===== config.mk =====
export PLATFORM = sky130hd
export DESIGN_NAME = pipelined_rca
export DESIGN_NICKNAME = d
export VERILOG_FILES = /design/src/rtl/full_adder.sv /design/src/rtl/rca_slice.sv /design/src/rtl/pipelined_rca.sv
export SDC_FILE = /design/constraint.sdc
export NUM_CORES = 1
export LEC_CHECK = 0
export CAP_MARGIN = 15
export CORE_MARGIN = 2
export CORE_UTILIZATION = 60
export CTS_CLUSTER_SIZE = 28
export DETAILED_ROUTE_END_ITERATION = 10
export PLACE_DENSITY = 0.95
export SYNTH_ARGS = -nofsm -noshare
export SYNTH_HDL_FRONTEND = slang
export SYNTH_SLANG_ARGS = --single-unit

===== constraint.sdc =====
create_clock -name i_clk -period 10.49 [get_ports i_clk]
set_input_delay 1.049 -clock i_clk [delete_from_list [all_inputs] [get_ports i_clk]]
set_output_delay 1.049 -clock i_clk [all_outputs]
set_load 0.03 [all_outputs]

===== src/rtl/full_adder.sv =====
// One-bit full adder cell, the building block of the ripple chain.
// Ports:
//   i_a, i_b  - addend bits
//   i_carry   - carry-in
//   o_summ    - sum bit
//   o_carry   - carry-out
module full_adder (
    input  logic i_a,
    input  logic i_b,
    input  logic i_carry,
    output logic o_summ,
    output logic o_carry
);
    logic p;

    assign p       = i_a ^ i_b;
    assign o_summ  = p ^ i_carry;
    assign o_carry = (i_a & i_b) | (i_carry & p);
endmodule


===== src/rtl/rca_slice.sv =====
// Combinational CHUNK-bit ripple-carry adder built from full_adder cells.
// Ports:
//   i_a, i_b  - CHUNK-bit operand slices
//   i_carry   - carry into the LSB
//   o_summ    - CHUNK-bit sum slice
//   o_carry   - carry out of the MSB
module rca_slice #(
    parameter int CHUNK = 8
) (
    input  logic [CHUNK-1:0] i_a,
    input  logic [CHUNK-1:0] i_b,
    input  logic             i_carry,
    output logic [CHUNK-1:0] o_summ,
    output logic             o_carry
);
    logic [CHUNK:0] c;

    assign c[0] = i_carry;

    for (genvar i = 0; i < CHUNK; i++) begin : g_bit
        full_adder u_fa (
            .i_a     (i_a[i]),
            .i_b     (i_b[i]),
            .i_carry (c[i]),
            .o_summ  (o_summ[i]),
            .o_carry (c[i+1])
        );
    end

    assign o_carry = c[CHUNK];
endmodule


===== src/rtl/pipelined_rca.sv =====
// Pipelined ripple-carry adder/subtractor with valid/ready handshake.
// A WIDTH-bit add is split into STAGES = WIDTH/CHUNK slices; stage k resolves
// slice k and registers the carry for stage k+1. All stages advance together
// whenever the output register is empty or being drained.
// Ports:
//   i_clk, i_rst_n    - clock, asynchronous active-low reset
//   i_valid, o_ready  - operand handshake (o_ready depends only on i_ready/state)
//   i_a, i_b, i_carry - operands and carry-in
//   i_sub             - 1: A + ~B + (i_carry ^ 1), i.e. A - B - i_carry
//   o_valid, i_ready  - result handshake
//   o_summ, o_carry   - WIDTH-bit result and MSB carry-out (1 = no borrow in sub)
module pipelined_rca #(
    parameter int WIDTH = 32,
    parameter int CHUNK = 8
) (
    input  logic             i_clk,
    input  logic             i_rst_n,
    input  logic             i_valid,
    output logic             o_ready,
    input  logic [WIDTH-1:0] i_a,
    input  logic [WIDTH-1:0] i_b,
    input  logic             i_carry,
    input  logic             i_sub,
    output logic             o_valid,
    input  logic             i_ready,
    output logic [WIDTH-1:0] o_summ,
    output logic             o_carry
);
    localparam int STAGES = WIDTH / CHUNK;

    if (CHUNK < 1 || (WIDTH % CHUNK) != 0) begin : g_bad_params
        $error("pipelined_rca: WIDTH must be a positive multiple of CHUNK");
    end

    logic             adv;
    logic [WIDTH-1:0] b_eff;
    logic             cin_eff;

    // Per-stage registers. a_q/b_q carry the operands forward as the skew
    // buffer; only the slices above stage k are consumed downstream.
    logic [STAGES-1:0][WIDTH-1:0] a_q, b_q, s_q;
    logic [STAGES-1:0]            c_q, vld_pipe;

    logic [WIDTH-1:0] a_d [STAGES];
    logic [WIDTH-1:0] b_d [STAGES];
    logic [WIDTH-1:0] s_d [STAGES];
    logic [STAGES-1:0] c_d, vld_d;

    assign adv     = ~o_valid | i_ready;
    assign o_ready = adv;
    assign b_eff   = i_b ^ {WIDTH{i_sub}};
    assign cin_eff = i_carry ^ i_sub;

    for (genvar k = 0; k < STAGES; k++) begin : g_stage
        logic [WIDTH-1:0] a_src, b_src, s_src, s_nxt;
        logic             c_src, v_src;
        logic [CHUNK-1:0] slc_sum;
        logic             slc_co;

        if (k == 0) begin : g_head
            assign a_src = i_a;
            assign b_src = b_eff;
            assign s_src = '0;
            assign c_src = cin_eff;
            assign v_src = i_valid;
        end else begin : g_body
            assign a_src = a_q[k-1];
            assign b_src = b_q[k-1];
            assign s_src = s_q[k-1];
            assign c_src = c_q[k-1];
            assign v_src = vld_pipe[k-1];
        end

        rca_slice #(.CHUNK(CHUNK)) u_slice (
            .i_a     (a_src[k*CHUNK +: CHUNK]),
            .i_b     (b_src[k*CHUNK +: CHUNK]),
            .i_carry (c_src),
            .o_summ  (slc_sum),
            .o_carry (slc_co)
        );

        // Lower slices pass through unchanged; slice k gets this stage's sum.
        always_comb begin
            s_nxt                   = s_src;
            s_nxt[k*CHUNK +: CHUNK] = slc_sum;
        end

        assign a_d[k]   = a_src;
        assign b_d[k]   = b_src;
        assign s_d[k]   = s_nxt;
        assign c_d[k]   = slc_co;
        assign vld_d[k] = v_src;
    end

    always_ff @(posedge i_clk or negedge i_rst_n) begin
        if (!i_rst_n) begin
            a_q      <= '0;
            b_q      <= '0;
            s_q      <= '0;
            c_q      <= '0;
            vld_pipe <= '0;
        end else if (adv) begin
            for (int k = 0; k < STAGES; k++) begin
                a_q[k] <= a_d[k];
                b_q[k] <= b_d[k];
                s_q[k] <= s_d[k];
            end
            c_q      <= c_d;
            vld_pipe <= vld_d;
        end
    end

    // The last stage's operand copy has no consumer.
    logic unused_skew;
    assign unused_skew = ^{a_q[STAGES-1], b_q[STAGES-1]};

    assign o_valid = vld_pipe[STAGES-1];
    assign o_summ  = s_q[STAGES-1];
    assign o_carry = c_q[STAGES-1];
endmodule

Figure 1. Local utilization (run 1).
Drawn at 3 px/um. The die is cut into 12 by 12 equal tiles; black is low, pale yellow is high, 0 to 100% covered.
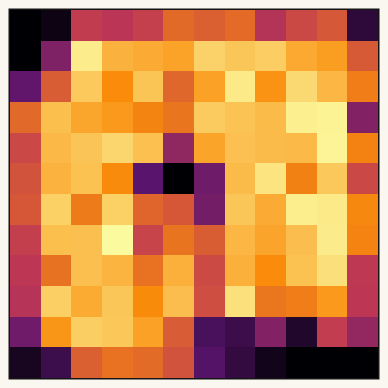
nearly empty tiles = 4.2%
mean over tiles = 66%
fullest tile = 99%
tiles over 75% full = 47%
emptiest ninth of the die = south-east
fp util: 61.1%
core footprint: 0.0138 mm2

Figure 2. Signal wires by layer (run 1).
Drawn at 2 px/um.
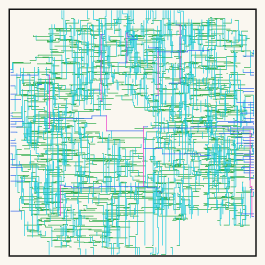
cyan -> M2  # wire length 7,260 um
blue -> M3  # wire length 547 um
magenta -> M4  # wire length 222 um
green -> M1  # wire length 6,520 um
Post-Route WL: 14,500 um
WL per Instance: 18.3 um
GRT Overall Usage: 21.0%

==> changes_impl.md, run 1 <==
### Metrics

* Layout cell share with drive strength beyond 1 at between 30% and 40%
* Placed Cells at 764
* Pwr Total at 3.14 mW
* WHS at 0.477 ns
* Hold_buf cts at 0
* 1st-iter DRT viols at 200
* Logic gate fraction of the total cell area at a little over a third
* Flop count at 184
* Worst Path Max Fanout at 33
* Synth top cell by count: dfrtp_1
* Met3 Use GR at 4.83%
* Delay-heaviest family, CP: adder cells
* Final worst path period share at 52.5%
* Max-cap viol count at 0
* Flop area at 0.00460 mm2
* Routability Congestion at 0.754
* Hold Path Depth at 1
* Via count at 4,187
* Ys flop type: dfrtp_1
* Tool warnings at 28
* Non-CTS inverters at 29
* Initial antenna violation count at 0
* Critical Path Start Type: input pin
* Clock Path Buffers at 2
* Reg power frac at between 30% and 40%
* First-pass GRT wire length at 23,900 um
* CTS H-tree lvls at 4
* Ys cells at 504
* Status: completed
* Worst Reg-to-Reg Cells at 12
* Crit path launch: i_sub
* Peak supply drop at 0.177 mV
* Layout Cells excl Fill at 795
* Post-route ant nets at 0
* Insertion Delay late pin at 0.42 ns
* Post-synthesis instance total at 504
* Dpl ws at between 4 and 5 ns
* Post-synth mux share at 28.3%
* Aoi share at less than 1%
* Chip footprint at around 0.015 mm2
* Simple share at 1.39%
* Layer carrying the most global-route usage: met2
* Cell Chain, Critical Path: buf_2 -> xnor2_1 -> fa_1 -> fa_1 -> fa_1 -> fa_1 -> fa_1 -> fa_1 -> fa_1 -> inv_1 -> fa_1 -> mux2_4
* PnR worst setup slack at about 5.0 ns
* Vias in the first global route at between 4,000 and 5,000
Figure 3. I/O pins on the die edge (run 1).
Drawn at 3 px/um. Pins as bars across the die edge, other pins in gray.
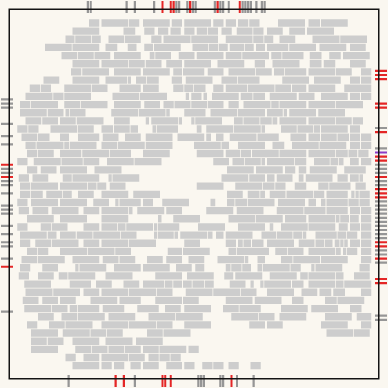
purple -> o_valid  # pins 1, direction output, edge east
red -> o_summ  # pins 32, direction output, edge 17 east, 6 north, 6 south, 3 west
all pins by edge = 40 east, 27 north, 23 west, 15 south
Die Width: 123 um
IO buf count: 104

Figure 4. Cells colored by class (run 1).
Drawn at 2 px/um.
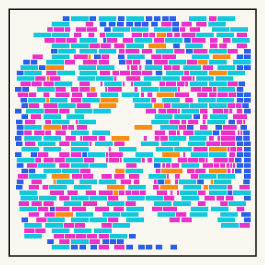
blue -> remaining buffers and delay cells  # cells 107, share of their area 11%
cyan -> registers  # cells 184, share of their area 47%
magenta -> remaining logic cells  # cells 293, share of their area 37%
orange -> clock drivers and dummy loads  # cells 31, share of their area 5.7%
num rows: 43
final core utilization: 72.9%
fraction of area in registers: 45.7%
Finished Cell Area: 0.0101 mm2

## Run 2: what changed since run 1
CORE_UTILIZATION = 56   (was 60)
PLACE_DENSITY = 0.9   (was 0.95)
clock period = 5.7 ns   (was 10.49 ns; I/O delays follow)
==> run 2 against run 1 <==
Largest cell class unchanged; power rose by 89%; synthesized area stayed put; register-to-register slack lost 4.8 ns; via count is 0.81% lower; clock skew grew 0.0036 ns; first-iteration DRC count grew 6.5%; worst hold slack lost 0.23 ns; highest routed layer unchanged; critical path depth unchanged; sequential power grew 82%.
==> changes_impl.md, run 2 <==
### Metrics

* ClkCell Share at 6.49%
* GRT Overall Usage at 19.5% (-1.6 points)
* Worst Reg-to-Reg Cells at 12 (unchanged)
* Crit path launch: i_carry
* Critical Path Start Type: input pin
* Layer carrying the most global-route usage: met2
* Post-route ant nets at 0 (unchanged)
* Dpl ws at 0.674 ns (-3.81 ns)
* PnR worst setup slack at 1.12 ns (-3.86 ns)
* Comb pwr at 2.37 mW
* Cell Chain, Critical Path: clkdlybuf4s50_1 -> xnor2_1 -> fa_1 -> fa_1 -> fa_1 -> fa_1 -> fa_1 -> fa_1 -> fa_1 -> inv_1 -> fa_1 -> mux2_4
* WHS at 0.245 ns (-0.233 ns)
* Switching power at 1.84 mW
* Top sig layer: met4
* Via count at 4,153 (-0.81%)
* Routed wl met2 at about 7000 um
* CP Capture Point: g_stage[1].s_src[7]$_DFFE_PN0P_
* Simple share at 1.39% (unchanged)
* Placed Cells at 772 (+1.0%)
* Pwr Total at 5.94 mW (+89%)
* Peak supply drop at 0.363 mV (+100%)
* Fill count at 961
* Delay-heaviest family, CP: adder cells
* Logic gate fraction of the total cell area at 34.3% (-0.51 points)
* Yosys Warn Count at 0
* Crit Reg-Reg Startpoint: g_stage[2].b_src[16]$_DFFE_PN0P_
* Flop area at 0.00460 mm2 (unchanged)
* Crit. path cell count at 12
* Initial antenna violation count at 0 (unchanged)
* First-pass GRT wire length at 24,500 um (+2.6%)
* Post-Route WL at 14,400 um (-1.0%)
* Insertion Delay late pin at 0.42 ns (about the same)
* Aoi share at 0.830% (unchanged)
* Most frequent cells in the layout: 184 x dfrtp_1, 130 x mux2_4, 102 x clkdlybuf4s50_1, 35 x mux2_2, 32 x fa_1
* Status: completed
* Ys flop type: dfrtp_1
* Post-synthesis instance total at 504 (unchanged)
* Worst Path Max Fanout at 1 (-97%)
* Chip footprint at 0.0161 mm2 (+6.9%)
* Met1 Use GR at 26.9%
* Synth cell count leaders: 184 x dfrtp_1, 130 x mux2_4, 35 x mux2_2
* Layout Cells excl Fill at 804 (+1.1%)
* Arrival time at the worst endpoint at 4.89 ns
* Synth top cell by count: dfrtp_1
* Clock Path Buffers at 2 (unchanged)
* Tool warnings at 28 (unchanged)
* WL per Instance at 17.9 um (-2.1%)
* Met3 Use GR at 4.01% (-0.83 points)
* IO buf count at 104 (unchanged)
* 1st-iter DRT viols at 213 (+6.5%)
* Flop count at 184 (unchanged)
* CTS Buf Count at 17
* Reg power frac at 38.1% (-1.4 points)
* Vias in the first global route at 4,668 (-2.0%)
* Die Width at 127 um (+3.4%)
* Combinational fraction of design power at 39.9%
* # Post-CTS Setup Buffers at 0
* Non-CTS inverters at 29 (unchanged)
* CTS H-tree lvls at 4 (unchanged)
* Logic Gate Count at 264
* Post-synthesis xor/xnor area fraction at under 10%
* Post-synth mux share at 28.3% (unchanged)
* Worst-Margin Slew at 0.910 ns
* Ys cells at 504 (unchanged)
* Adder Share, Synth at 7.59%
* Num rows at 44 (+2.3%)
* Gate Area at around 0.0035 mm2
* Final worst path period share at approximately four fifths
* Repair and plain buffers at 111
* Dominant combinational family: multiplexers
* Top cells, area: dfrtp_1 55%, mux2_4 23%, fa_1 7.6%
* Clk pwr share at about 22%
* Hold_buf cts at 0 (unchanged)
* Via/cell ratio at 5.17
* Max-cap viol count at 0 (unchanged)
* Layout cell share with drive strength beyond 1 at 33.2% (+1.0 points)
* P_seq at between 2 and 2.5 mW
* Max-area cell share at 54.5%
* Routability Congestion at 0.766 (+1.6%)
* Final setup vio count at 0
Figure 5. The clock network (run 2).
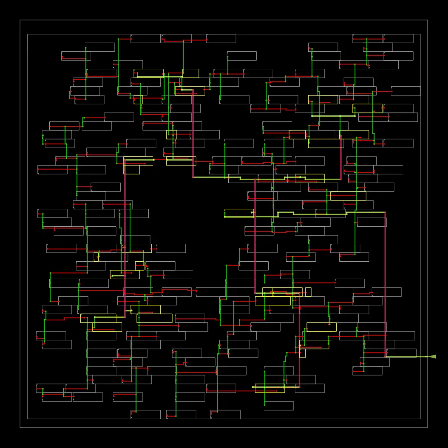
clk pwr: 1.31 mW
clk sinks: 184
Clock Skews: 0.00919 ns

Figure 6. Cells colored by class (run 2).
Drawn at 2 px/um.
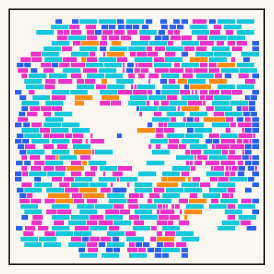
cyan -> registers  # cells 184, share of their area 46%
blue -> remaining buffers and delay cells  # cells 111, share of their area 11%
magenta -> remaining logic cells  # cells 293, share of their area 36%
orange -> clock drivers and dummy loads  # cells 32, share of their area 6.6%
Finished Cell Area: 0.0102 mm2
final core utilization: 69.8%
fraction of area in registers: 45.0%

Figure 7. Local utilization (run 2).
Drawn at 3 px/um. The die is cut into 13 by 13 equal tiles; black is low, pale yellow is high, 0 to 100% covered.
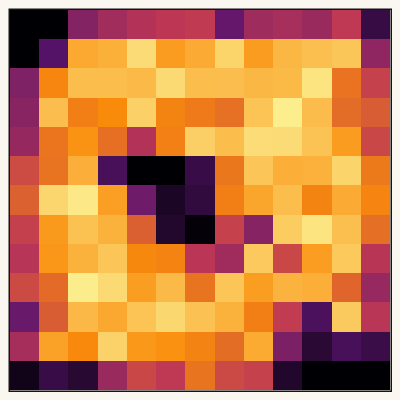
fullest tile = 96%
mean over tiles = 62%
nearly empty tiles = 5.3%
tiles over 75% full = 44%
core footprint: 0.0146 mm2
fp util: 57.7%

No activity file was given, so power comes from the tool's default toggle rates.
